run_1/layer_met1.png
Drawn at 2 px/um. Supply wires on this layer in grey.
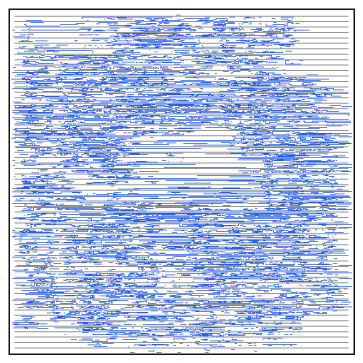
run_1/layer_met2.png
Drawn at 1.5 px/um.
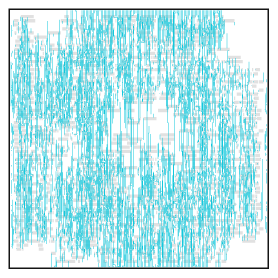
run_1/layer_met3.png
Drawn at 2 px/um.
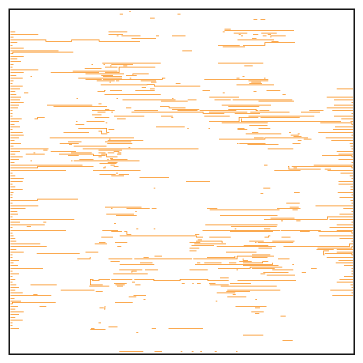
run_1/layer_met4.png
Drawn at 2 px/um. Supply wires on this layer in grey.
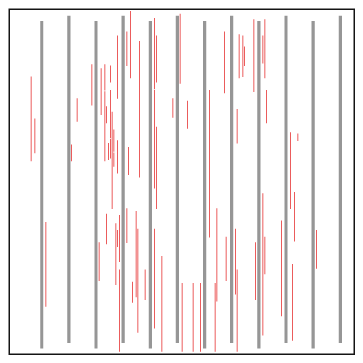
===== config.mk =====
export PLATFORM = sky130hd
export DESIGN_NAME = id_ex_stage
export DESIGN_NICKNAME = d
export VERILOG_FILES = /design/src/rtl/riscv_pkg.sv /design/src/rtl/operand_forward_mux.sv /design/src/rtl/id_ex_stage.sv
export SDC_FILE = /design/constraint.sdc
export NUM_CORES = 1
export LEC_CHECK = 0
export ABC_AREA = 1
export ABC_CLOCK_PERIOD_IN_PS = 3650
export CAP_MARGIN = 20
export CORE_MARGIN = 2
export CORE_UTILIZATION = 41
export CTS_CLUSTER_DIAMETER = 200
export DETAILED_ROUTE_END_ITERATION = 7
export MAX_ROUTING_LAYER = met4
export PLACE_DENSITY = 0.73
export RECOVER_POWER = 100
export SYNTH_ARGS = -nofsm -noshare
export SYNTH_HDL_FRONTEND = slang
export SYNTH_HIERARCHICAL = 1
export SYNTH_SLANG_ARGS = --single-unit

===== constraint.sdc =====
create_clock -name CLK -period 3.65 [get_ports CLK]
set_clock_uncertainty 0.15 [all_clocks]
set_input_delay 0.9125 -clock CLK [delete_from_list [all_inputs] [get_ports CLK]]
set_output_delay 0.9125 -clock CLK [all_outputs]
set_load 0.02 [all_outputs]

===== src/rtl/riscv_pkg.sv =====
// riscv_pkg: definitions shared by the ID/EX pipeline stage and its helpers.
//   XLEN        default datapath width
//   REG_ZERO    index of the hard-wired zero register
//   alu_sel_e   5-bit ALU SELECT encodings (ADD 00000 .. SLTU 10001)
//   ctrl_t      latched control bundle, CTRL_BUBBLE is its empty value
//   wb_hits     true when a writing stage targets a given nonzero register
package riscv_pkg;

    localparam int XLEN = 32;

    localparam logic [4:0] REG_ZERO = 5'd0;

    typedef enum logic [4:0] {
        ALU_ADD  = 5'b00000,
        ALU_SUB  = 5'b00001,
        ALU_AND  = 5'b00010,
        ALU_OR   = 5'b00011,
        ALU_XOR  = 5'b00100,
        ALU_SLL  = 5'b00101,
        ALU_SRL  = 5'b00110,
        ALU_SRA  = 5'b00111,
        ALU_SLT  = 5'b10000,
        ALU_SLTU = 5'b10001
    } alu_sel_e;

    typedef struct packed {
        logic valid;
        logic mem_read;
        logic mem_write;
        logic reg_write;
        logic op1_pc;
        logic op2_imm;
    } ctrl_t;

    localparam ctrl_t CTRL_BUBBLE = '0;

    // x0 is never a real destination, so a write to it never matches.
    function automatic logic wb_hits(input logic       we,
                                     input logic [4:0] rd,
                                     input logic [4:0] rs);
        return we && (rd == rs) && (rd != REG_ZERO);
    endfunction

endpackage


===== src/rtl/operand_forward_mux.sv =====
// operand_forward_mux: resolves one ALU source operand against the two
// older in-flight instructions. EX/MEM is younger than MEM/WB, so it wins.
//   rs_idx_i        latched source register index
//   rs_val_i        latched source register value
//   exmem_*_i       destination, write enable and result of EX/MEM
//   memwb_*_i       destination, write enable and result of MEM/WB
//   value_o         forwarded operand
module operand_forward_mux
    import riscv_pkg::*;
#(
    parameter int WIDTH = 32
) (
    input  logic [4:0]       rs_idx_i,
    input  logic [WIDTH-1:0] rs_val_i,
    input  logic [4:0]       exmem_rd_i,
    input  logic             exmem_we_i,
    input  logic [WIDTH-1:0] exmem_result_i,
    input  logic [4:0]       memwb_rd_i,
    input  logic             memwb_we_i,
    input  logic [WIDTH-1:0] memwb_result_i,
    output logic [WIDTH-1:0] value_o
);

    always_comb begin
        value_o = rs_val_i;
        if (wb_hits(exmem_we_i, exmem_rd_i, rs_idx_i)) begin
            value_o = exmem_result_i;
        end else if (wb_hits(memwb_we_i, memwb_rd_i, rs_idx_i)) begin
            value_o = memwb_result_i;
        end
    end

endmodule


===== src/rtl/id_ex_stage.sv =====
// id_ex_stage: ID -> EX pipeline register with stall/flush handling,
// load-use hazard detection and operand forwarding into the ALU.
//   CLK, RESET (async, active low), STALL, FLUSH
//   *_IN            decoded instruction from ID
//   EXMEM_*, MEMWB_* older instructions available for forwarding
//   DATA1/DATA2/SELECT  ALU operands and operation
//   STORE_DATA      forwarded rs2 for stores
//   PC_OUT, RD_OUT, *_OUT  latched fields for downstream stages
//   LOAD_USE_STALL  freezes PC and IF/ID for one cycle
module id_ex_stage #(
    parameter int         XLEN       = riscv_pkg::XLEN,
    parameter logic [4:0] NOP_SELECT = 5'b00000
) (
    input  logic            CLK,
    input  logic            RESET,
    input  logic            STALL,
    input  logic            FLUSH,
    input  logic            VALID_IN,
    input  logic [XLEN-1:0] PC_IN,
    input  logic [XLEN-1:0] DATA1_IN,
    input  logic [XLEN-1:0] DATA2_IN,
    input  logic [XLEN-1:0] IMM_IN,
    input  logic [4:0]      RS1_IN,
    input  logic [4:0]      RS2_IN,
    input  logic [4:0]      RD_IN,
    input  logic            USE_RS1_IN,
    input  logic            USE_RS2_IN,
    input  logic [4:0]      ALU_SELECT_IN,
    input  logic            OP1_PC_IN,
    input  logic            OP2_IMM_IN,
    input  logic            MEM_READ_IN,
    input  logic            MEM_WRITE_IN,
    input  logic            REG_WRITE_IN,
    input  logic [4:0]      EXMEM_RD,
    input  logic [4:0]      MEMWB_RD,
    input  logic            EXMEM_REG_WRITE,
    input  logic            MEMWB_REG_WRITE,
    input  logic [XLEN-1:0] EXMEM_RESULT,
    input  logic [XLEN-1:0] MEMWB_RESULT,
    output logic [XLEN-1:0] DATA1,
    output logic [XLEN-1:0] DATA2,
    output logic [4:0]      SELECT,
    output logic [XLEN-1:0] STORE_DATA,
    output logic [XLEN-1:0] PC_OUT,
    output logic [4:0]      RD_OUT,
    output logic            VALID_OUT,
    output logic            MEM_READ_OUT,
    output logic            MEM_WRITE_OUT,
    output logic            REG_WRITE_OUT,
    output logic            LOAD_USE_STALL
);

    import riscv_pkg::ctrl_t;
    import riscv_pkg::CTRL_BUBBLE;
    import riscv_pkg::REG_ZERO;
    import riscv_pkg::wb_hits;

    ctrl_t           ctrl_q,    ctrl_d;
    logic [4:0]      sel_q,     sel_d;
    logic [4:0]      rd_q,      rd_d;
    logic [4:0]      rs1_q,     rs1_d;
    logic [4:0]      rs2_q,     rs2_d;
    logic [XLEN-1:0] pc_q,      pc_d;
    logic [XLEN-1:0] imm_q,     imm_d;
    logic [XLEN-1:0] rs1_val_q, rs1_val_d;
    logic [XLEN-1:0] rs2_val_q, rs2_val_d;

    logic            load_use;
    logic            take_bubble;
    logic [XLEN-1:0] rs1_fwd;
    logic [XLEN-1:0] rs2_fwd;

    // A load in this stage whose destination the ID instruction reads
    // cannot be forwarded in time: its data only exists one cycle later.
    assign load_use = ctrl_q.valid && ctrl_q.mem_read && VALID_IN &&
                      (rd_q != REG_ZERO) &&
                      ((USE_RS1_IN && (rd_q == RS1_IN)) ||
                       (USE_RS2_IN && (rd_q == RS2_IN)));

    // FLUSH beats STALL; STALL beats the load-use bubble so a held
    // load stays put while the hazard output remains asserted.
    assign take_bubble = FLUSH || (!STALL && load_use);

    always_comb begin
        ctrl_d    = ctrl_q;
        sel_d     = sel_q;
        rd_d      = rd_q;
        rs1_d     = rs1_q;
        rs2_d     = rs2_q;
        pc_d      = pc_q;
        imm_d     = imm_q;
        rs1_val_d = rs1_val_q;
        rs2_val_d = rs2_val_q;
        if (take_bubble) begin
            ctrl_d    = CTRL_BUBBLE;
            sel_d     = NOP_SELECT;
            rd_d      = REG_ZERO;
            rs1_d     = REG_ZERO;
            rs2_d     = REG_ZERO;
            pc_d      = '0;
            imm_d     = '0;
            rs1_val_d = '0;
            rs2_val_d = '0;
        end else if (STALL) begin
            // A writeback retiring while we hold would otherwise be lost.
            if (wb_hits(MEMWB_REG_WRITE, MEMWB_RD, rs1_q)) rs1_val_d = MEMWB_RESULT;
            if (wb_hits(MEMWB_REG_WRITE, MEMWB_RD, rs2_q)) rs2_val_d = MEMWB_RESULT;
        end else begin
            ctrl_d.valid     = VALID_IN;
            ctrl_d.mem_read  = MEM_READ_IN;
            ctrl_d.mem_write = MEM_WRITE_IN;
            ctrl_d.reg_write = REG_WRITE_IN;
            ctrl_d.op1_pc    = OP1_PC_IN;
            ctrl_d.op2_imm   = OP2_IMM_IN;
            sel_d            = ALU_SELECT_IN;
            rd_d             = RD_IN;
            rs1_d            = RS1_IN;
            rs2_d            = RS2_IN;
            pc_d             = PC_IN;
            imm_d            = IMM_IN;
            // The register file returns the pre-write value on a
            // same-cycle write, so take the writeback data directly.
            rs1_val_d = wb_hits(MEMWB_REG_WRITE, MEMWB_RD, RS1_IN) ? MEMWB_RESULT : DATA1_IN;
            rs2_val_d = wb_hits(MEMWB_REG_WRITE, MEMWB_RD, RS2_IN) ? MEMWB_RESULT : DATA2_IN;
        end
    end

    always_ff @(posedge CLK or negedge RESET) begin
        if (!RESET) begin
            ctrl_q    <= CTRL_BUBBLE;
            sel_q     <= NOP_SELECT;
            rd_q      <= REG_ZERO;
            rs1_q     <= REG_ZERO;
            rs2_q     <= REG_ZERO;
            pc_q      <= '0;
            imm_q     <= '0;
            rs1_val_q <= '0;
            rs2_val_q <= '0;
        end else begin
            ctrl_q    <= ctrl_d;
            sel_q     <= sel_d;
            rd_q      <= rd_d;
            rs1_q     <= rs1_d;
            rs2_q     <= rs2_d;
            pc_q      <= pc_d;
            imm_q     <= imm_d;
            rs1_val_q <= rs1_val_d;
            rs2_val_q <= rs2_val_d;
        end
    end

    operand_forward_mux #(.WIDTH(XLEN)) u_fwd_rs1 (
        .rs_idx_i       (rs1_q),
        .rs_val_i       (rs1_val_q),
        .exmem_rd_i     (EXMEM_RD),
        .exmem_we_i     (EXMEM_REG_WRITE),
        .exmem_result_i (EXMEM_RESULT),
        .memwb_rd_i     (MEMWB_RD),
        .memwb_we_i     (MEMWB_REG_WRITE),
        .memwb_result_i (MEMWB_RESULT),
        .value_o        (rs1_fwd)
    );

    operand_forward_mux #(.WIDTH(XLEN)) u_fwd_rs2 (
        .rs_idx_i       (rs2_q),
        .rs_val_i       (rs2_val_q),
        .exmem_rd_i     (EXMEM_RD),
        .exmem_we_i     (EXMEM_REG_WRITE),
        .exmem_result_i (EXMEM_RESULT),
        .memwb_rd_i     (MEMWB_RD),
        .memwb_we_i     (MEMWB_REG_WRITE),
        .memwb_result_i (MEMWB_RESULT),
        .value_o        (rs2_fwd)
    );

    assign DATA1          = ctrl_q.op1_pc  ? pc_q  : rs1_fwd;
    assign DATA2          = ctrl_q.op2_imm ? imm_q : rs2_fwd;
    assign STORE_DATA     = rs2_fwd;
    assign SELECT         = sel_q;
    assign PC_OUT         = pc_q;
    assign RD_OUT         = rd_q;
    assign VALID_OUT      = ctrl_q.valid;
    assign MEM_READ_OUT   = ctrl_q.mem_read;
    assign MEM_WRITE_OUT  = ctrl_q.mem_write;
    assign REG_WRITE_OUT  = ctrl_q.reg_write;
    assign LOAD_USE_STALL = load_use;

endmodule


==> run notes, run 1 <==
Figures from the implementation reports.

- The flow ran to the end, but the final reports show violations.
- The final reports fail on max-capacitance violations, max-slew violations.
- The worst path in the final design needs a cycle of between 3 and 4 ns, including I/O delays and setup.
- Per STA, the library cell used most along the worst path is sky130_fd_sc_hd__nand2_2.
- The largest individual stage delay along the critical path comes from the cell sky130_fd_sc_hd__nor2_4.
- For the worst-skew pair, the clock arrives at the later sink with an insertion delay of roughly 0.44 ns.
- The final core utilization is 0.616.
- The most frequent standard cell in the layout excluding fill and tap cells is sky130_fd_sc_hd__nand2_1.
- The uppermost layer routed reads met4.
- Across every metal layer, demand over resource in global routing totals 0.340.
- The via count of the first global-routing pass is approximately 14000.
- The cell kind with the greatest summed area reads logic gates.
- Per the synthesis report, the XOR/XNOR share of the synthesized area is 0.00152.
- For this run, design rule violations remaining after detail routing come to 0.
- The net switching component of the power is 1.95 mW.
- The final setup TNS is 0 ns.
- Summed over all nets, the half-perimeter wirelength after detailed placement is around 34 mm.
- The capture point of the worst reg-to-reg path reads PC_OUT[24].
- In the post-synthesis netlist, the biggest area contributors are sky130_fd_sc_hd__dfrtp_1 33%, sky130_fd_sc_hd__nand2_1 25%, sky130_fd_sc_hd__inv_1 10%.
- The total number of placement rows is 61.
- Per the run summary, max-cap violations total 2.
- The post-synthesis adder-cell area fraction reads 0.
- Per the synthesis report, the AND-OR/OR-AND share of the synthesized area is 0.0849.
- The post-cts hold buffer count is 0.
- Measured along the x axis, the die boundary spans ~170 um.
- The post-synth area from yosys stat is between 10000 and 15000 um2.
- The non-clock inverter count in the final layout is around 330.
- In the setup report, the worst path falls into the class input pin to output pin.
- The switching share of power reads 0.345.
- The number of buffers other than clock buffers in the final layout is between 500 and 600.
- The remaining antenna violation count after routing reads 0.
- The delay contributed by the slowest stage of the critical path reads 0.16 ns.
- The warning total across the stage logs reads 27.
- Max-slew check failures listed in the final report amount to approximately 94.
- The number of clock buffers in the layout is 22.
About layer_met1.png:
main direction = horizontal
share of all routed wire = 39%
nets with wire on the layer = 2306
longest straight run = 51.5 um

About layer_met2.png:
wire length on this layer = 23.9 mm
nets with wire on the layer = 2013
longest straight run = 77.3 um
share of all routed wire = 48%

About layer_met3.png:
nets with wire on the layer = 378
wire length on this layer = 4720 um
longest straight run = 57.5 um
share of all routed wire = 9.4%
main direction = horizontal

About layer_met4.png:
longest straight run = 73.4 um
main direction = vertical
nets with wire on the layer = 61

run_1/placement.png
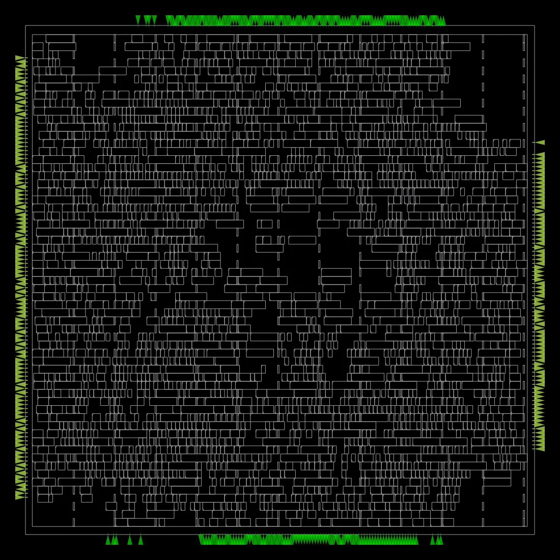

## Run 2: what changed since run 1
Settings changed: SYNTH_HIERARCHICAL 1 to unset.
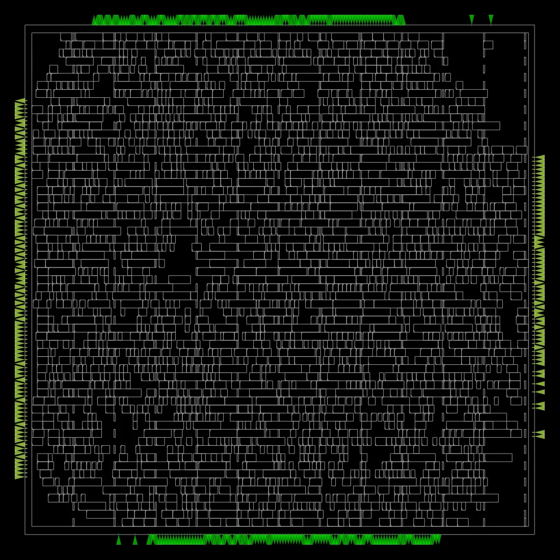
run_2/placement.png
number of tapcells: 378
share of the final layout cell area in sequential cells: 0.217
number of flip-flops and latches: 154
area of the core: 27700 um2

==> run 2 against run 1 <==
The flow still finishes with violations (max-capacitance violations, max-slew violations). First-iteration DRC count rose by 15%. Hold slack better by 0.031 ns. Sequential power about the same. Combinational power about the same. Largest cell class unchanged. Synthesized cell count shrank 7.6%.
==> run notes, run 2 <==
Figures from the implementation reports.

- The flow ran to the end, but the final reports show violations.
- The checks that failed: max-capacitance violations, max-slew violations.
- The detailed placement HPWL was 37.2 mm (+10%).
- The number of buffers other than clock buffers in the final layout was 551 (+6.8%).
- The full die area is ~29000 um2.
- The leakage power reads approximately 9.4 nW.
- The clock latency on the worst-skew pair came to 0.45 ns (about the same).
- The switching share of power is 0.362 (+0.0166).
- The max-capacitance violation count reads 1 (-1).
- The share of total power dissipated in the clock network is 0.329.
- The total number of cells along the worst setup path reads 13.
- The cell kind with the greatest summed area is logic gates.
- The post-synth area from yosys stat reads 11500 um2 (-0.52%).
- The final core utilization was 0.641 (+0.0251).
- Clock network power for this build is approximately 1.9 mW.
- The total grt overflow reads 0.
- The number of cells in the yosys synthesis report reads about 1800.
- The post-synth count of flops with an enable pin is 0.
- The XOR/XNOR share of the synthesized area reads 0.00687 (+0.00535).
- The fraction of final cell area spent on non-clock buffers in this run is 0.303.
- The Yosys warning count is 0.
- The capturing element of the worst setup path reads DATA1[21].
- The slowest library cell on the worst path is sky130_fd_sc_hd__nor2_4.
- Routed signal wires occupy layers up through met4.
- Sorting the synthesized cells by area gives the leading types as sky130_fd_sc_hd__dfrtp_1 34%, sky130_fd_sc_hd__nand3_1 21%, sky130_fd_sc_hd__nand2_1 19%.
- The cell seen most often among critical-path stages is sky130_fd_sc_hd__nand2_1.
- The detailed placer reported the number of placed instances as around 2500.
- The post-synthesis adder-cell area fraction came to 0 (unchanged).
- The warning total across the stage logs is 32 (+19%).
- The via count of the first global-routing pass is 13500 (-1.5%).
- The number of max-slew violations in the final report is 46 (-51%).
- Across the whole layout, storage elements account for 3850 um2.
- The final period demand of the worst path is 3.65 ns (+0.0247 ns).
- The sum of buffers and inverters on the critical path reads 5.
- The final setup TNS reads 0 ns (unchanged).
- The number of nets in the final layout reads about 2400.
- The number of inserted filler cells in the final layout is about 2500.
- Per Yosys stat, the portion of area used by sequential elements is 0.336.
- The worst max-slew margin expressed relative to the limit is -0.603.
- The horizontal die dimension is 171 um (-0.25%).
- CTS built an H-tree with a depth of 4.
- The average via count per standard cell is roughly 5.6.
- The depth of the worst register-to-register path is 8.
- In the post-synthesis netlist, the cell with the most instances is sky130_fd_sc_hd__nand2_1.
- The fraction of the mapped netlist area in compound gates is 0.0135 (-0.0714).
- The post-cts hold buffer count is 0 (unchanged).
- The total clock sinks is 154.
- The net switching component of the power was 2.03 mW (+4.2%).
- The remaining antenna violation count after routing is 0 (unchanged).
- The average routed wire per standard cell reads between 20 and 25 um.
- The timing report gives the worst reg2reg path a setup slack of between 1 and 1.5 ns.
- The total global-route track usage reads 0.369 (+0.0287).
- The floorplan report gives the top-level pin count as about 380.
- The fmax is 274 MHz.
- Buffers added to address setup during post-CTS repair amount to 22.
- The residual DRC count is 0 (unchanged).
- The signal arrival time at the worst endpoint reads ~2.6 ns.
- The final-report setup violation count reads 0.
- The delay contributed by the slowest stage of the critical path is 0.22 ns (+0.06 ns).
- The number of clock buffers in the layout came to 18 (-18%).
- The number of cells traversed by the worst hold path reads 2.
- Input and output buffers added on the ports amount to 378.
- The initial standard-cell utilization of the core reads 0.414.
- The worst setup path is of the input pin to output pin kind.
- VDD sags by at most 297 uV.
- The family with the most delay on the worst path reads simple AND/OR/NAND/NOR gates.
- The non-clock inverter count in the final layout came to 113 (-66%).
- Per the cell usage report, the commonest logic cell in the layout is sky130_fd_sc_hd__nand2_1.
- The placement summary gives the final routability congestion estimate as 0.979.
- The total number of placement rows is 61 (unchanged).
- After synthesis the netlist holds a flip-flop and latch count of 154.
- Setup repair after global routing could not meet its margin everywhere.
- The post-route cell area is between 15000 and 20000 um2.
- The capture point of the worst reg-to-reg path reads ctrl_q[0].
- For hold timing, the worst endpoint is imm_q[15].
- The post-route total power is around 5.6 mW.
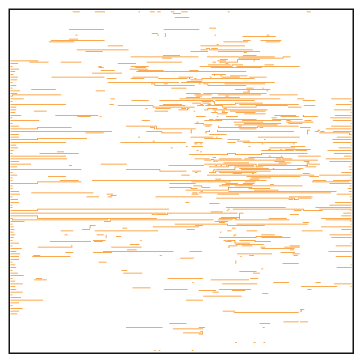
run_2/layer_met3.png
Drawn at 2 px/um.
wire length on this layer = 5760 um
share of all routed wire = 11%
nets with wire on the layer = 395
main direction = horizontal

## Run 3: what changed since run 2
Settings changed: DONT_BUFFER_PORTS set to 1, PLACE_DENSITY 0.73 to unset.
==> run 3 against run 2 <==
The flow still finishes with violations (max-capacitance violations, max-slew violations). Utilization fell by 20 points. Largest cell class unchanged. Highest routed layer unchanged. Fmax rose by 3.3%. Synthesized area did not move. Global-route usage fell by 3.1 points. Die area did not move. Critical path depth fell by 5.
==> run notes, run 3 <==
Figures from the implementation reports.

- The number of buffers other than clock buffers in the final layout was 57 (-90%).
- In this run the worst path has a maximum fanout of 9.
- The XOR/XNOR share of the synthesized area is 0.00687 (unchanged).
- The fraction of the mapped netlist area in compound gates is 0.0135 (unchanged).
- The flow ran to the end, but the final reports show violations.
- The global placer's final weighted congestion came to 0.969 (-0.98%).
- The vertical die dimension reads around 170 um.
- The number of enable-type register cells in the synthesized netlist came to 0 (unchanged).
- The total clock sinks is 154 (unchanged).
- The top-level port count reads 379 (unchanged).
- The residual DRC count is 0 (unchanged).
- The post-route total power is 4.85 mW (-14%).
- The slowest stage of the critical path is the sky130_fd_sc_hd__and2_0 cell.
- The worst max-slew margin expressed relative to the limit is -0.518 (+0.0850).
- The type of the setup path with the least slack is input pin to output pin.
- The post-CTS repair timing setup buffer count is 0 (-100%).
- The floorplan core area came to 27700 um2 (unchanged).
- The warning total across the stage logs is 32 (unchanged).
- The initial antenna violation count is 3.
- The slew at the pin closest to its max-slew limit reads 2.28 ns.
- The sequential fraction of the synthesis area reads 0.336 (unchanged).
- The number of clock buffers in the layout is 19 (+1).
- The CTS H-tree depth came to 4 (unchanged).
- The register-to-register setup slack was 0.33 ns (-0.90 ns).
- The switching share of power is 0.350 (-0.0115).
- The area occupied by registers reads 3850 um2 (about the same).
- The family with the most delay on the worst path reads simple AND/OR/NAND/NOR gates.
- The horizontal die dimension reads 171 um (unchanged).
- The net switching component of the power reads 1.70 mW (-16%).
- The average instance area after synthesis is 6.49 um2.
- The leakage power reads 6.60 nW (-30%).
- The part of the total power dissipated in the clock network reads 0.385 (+0.056).
- For this run the top cell type by instance count after synthesis was sky130_fd_sc_hd__nand2_1.
- The depth of the worst register-to-register path is 9 (+1).
- The total number of cells along the worst setup path came to 8 (-5).
- The flop share of the area is 0.313 (+0.0957).
- The capturing element of the worst setup path is STORE_DATA[31].
- The layout sequential cell count is 154 (unchanged).
- The number of inserted filler cells in the final layout reads 2979 (+18%).
- The final reports fail on max-capacitance violations, max-slew violations.
- The synthesis-stage register bit count was 154 (unchanged).
- The via count of the first global-routing pass reads 11400 (-16%).
- The average routed wire per standard cell reads 23.2 um (+11%).
- The detailed placement HPWL reads 33.8 mm (-9.1%).
- The quantity of gates resized following cts is 0.
- The sum of buffers and inverters on the critical path was 2 (-3).
- The max-capacitance violation count is 3 (+2).
- The power attributed to the clock group was 1.87 mW (about the same).
- The cell kind with the greatest summed area is logic gates.
- For reference, the top cells by area after synthesis are sky130_fd_sc_hd__dfrtp_1 34%, sky130_fd_sc_hd__nand3_1 21%, sky130_fd_sc_hd__nand2_1 19%.
- The delay contributed by the slowest stage of the critical path is 0.34 ns (+0.12 ns).
- The full die area is 29300 um2 (unchanged).
- The uppermost layer routed is met4.
- The capture point of the worst reg-to-reg path is PC_OUT[31].
- The clock latency on the worst-skew pair came to 0.45 ns (about the same).
- The post-synthesis adder-cell area fraction reads 0 (unchanged).
- The average via count per standard cell is 5.81 (+4.2%).
- The total global-route track usage is 0.338 (-0.0311).
- The worst ir drop on vdd was 257 uV (-13%).
- The total number of placement rows was 61 (unchanged).
- The critical path endpoint has a required time of ~2.6 ns.
- The final core utilization is 0.445 (-0.196).
- The count of input and output buffers is 0 (-100%).
- The main power-consuming group is registers.
- The final-report setup violation count was 0 (unchanged).
- The total grt overflow is 0 (unchanged).
- The non-clock inverter count in the final layout is 113 (unchanged).
- The met2 layer wire length in the routed design reads roughly 21 mm.
- The Yosys warning count reads 0 (unchanged).
- The fmax is 283 MHz (+3.3%).
- The final setup TNS is 0 ns (unchanged).
- The remaining antenna violation count after routing is 0 (unchanged).
- The min-delay analysis places its worst path in the category input pin to asynchronous set/reset pin.
- The number of cells in the yosys synthesis report reads 1767 (unchanged).
- The number of max-slew violations in the final report is 140 (+200%).
- The most frequent standard cell in the layout excluding fill and tap cells is sky130_fd_sc_hd__nand2_1.
- The post-route cell area is 12300 um2 (-31%).
- The cell count after placement is 2068 (-18%).
- The final period demand of the worst path is 3.53 ns (-0.117 ns).
- The top-area cell type share of the netlist area is 0.336.
- The post-cts hold buffer count came to 1 (+1).
- The number of tap instances is 378 (unchanged).
- The signal arrival time at the worst endpoint is 2.47 ns (-0.11 ns).
- The post-synth area from yosys stat is 11500 um2 (unchanged).
- The power drawn by the sequential cells reads about 1.9 mW.
- The number of nets in the final layout was 1946 (-20%).
- The initial standard-cell utilization of the core came to 0.414 (unchanged).
- The portion of the layout cell area used by non-clock buffers is 0.0376 (-0.265).
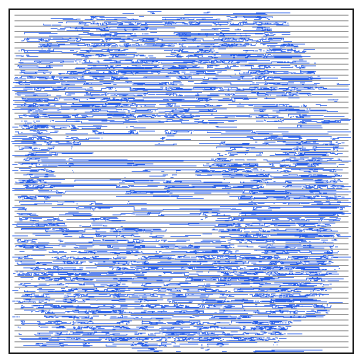
run_3/layer_met1.png
Drawn at 2 px/um. Supply wires on this layer in grey.
share of all routed wire = 43%
longest straight run = 79.1 um
main direction = horizontal
nets with wire on the layer = 1737

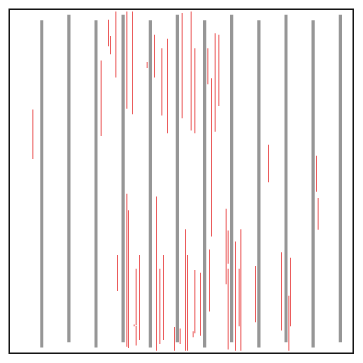
run_3/layer_met4.png
Drawn at 2 px/um. Supply wires on this layer in grey.
main direction = vertical
wire length on this layer = 1690 um
nets with wire on the layer = 43

Power is estimated from default activity; no workload was simulated.
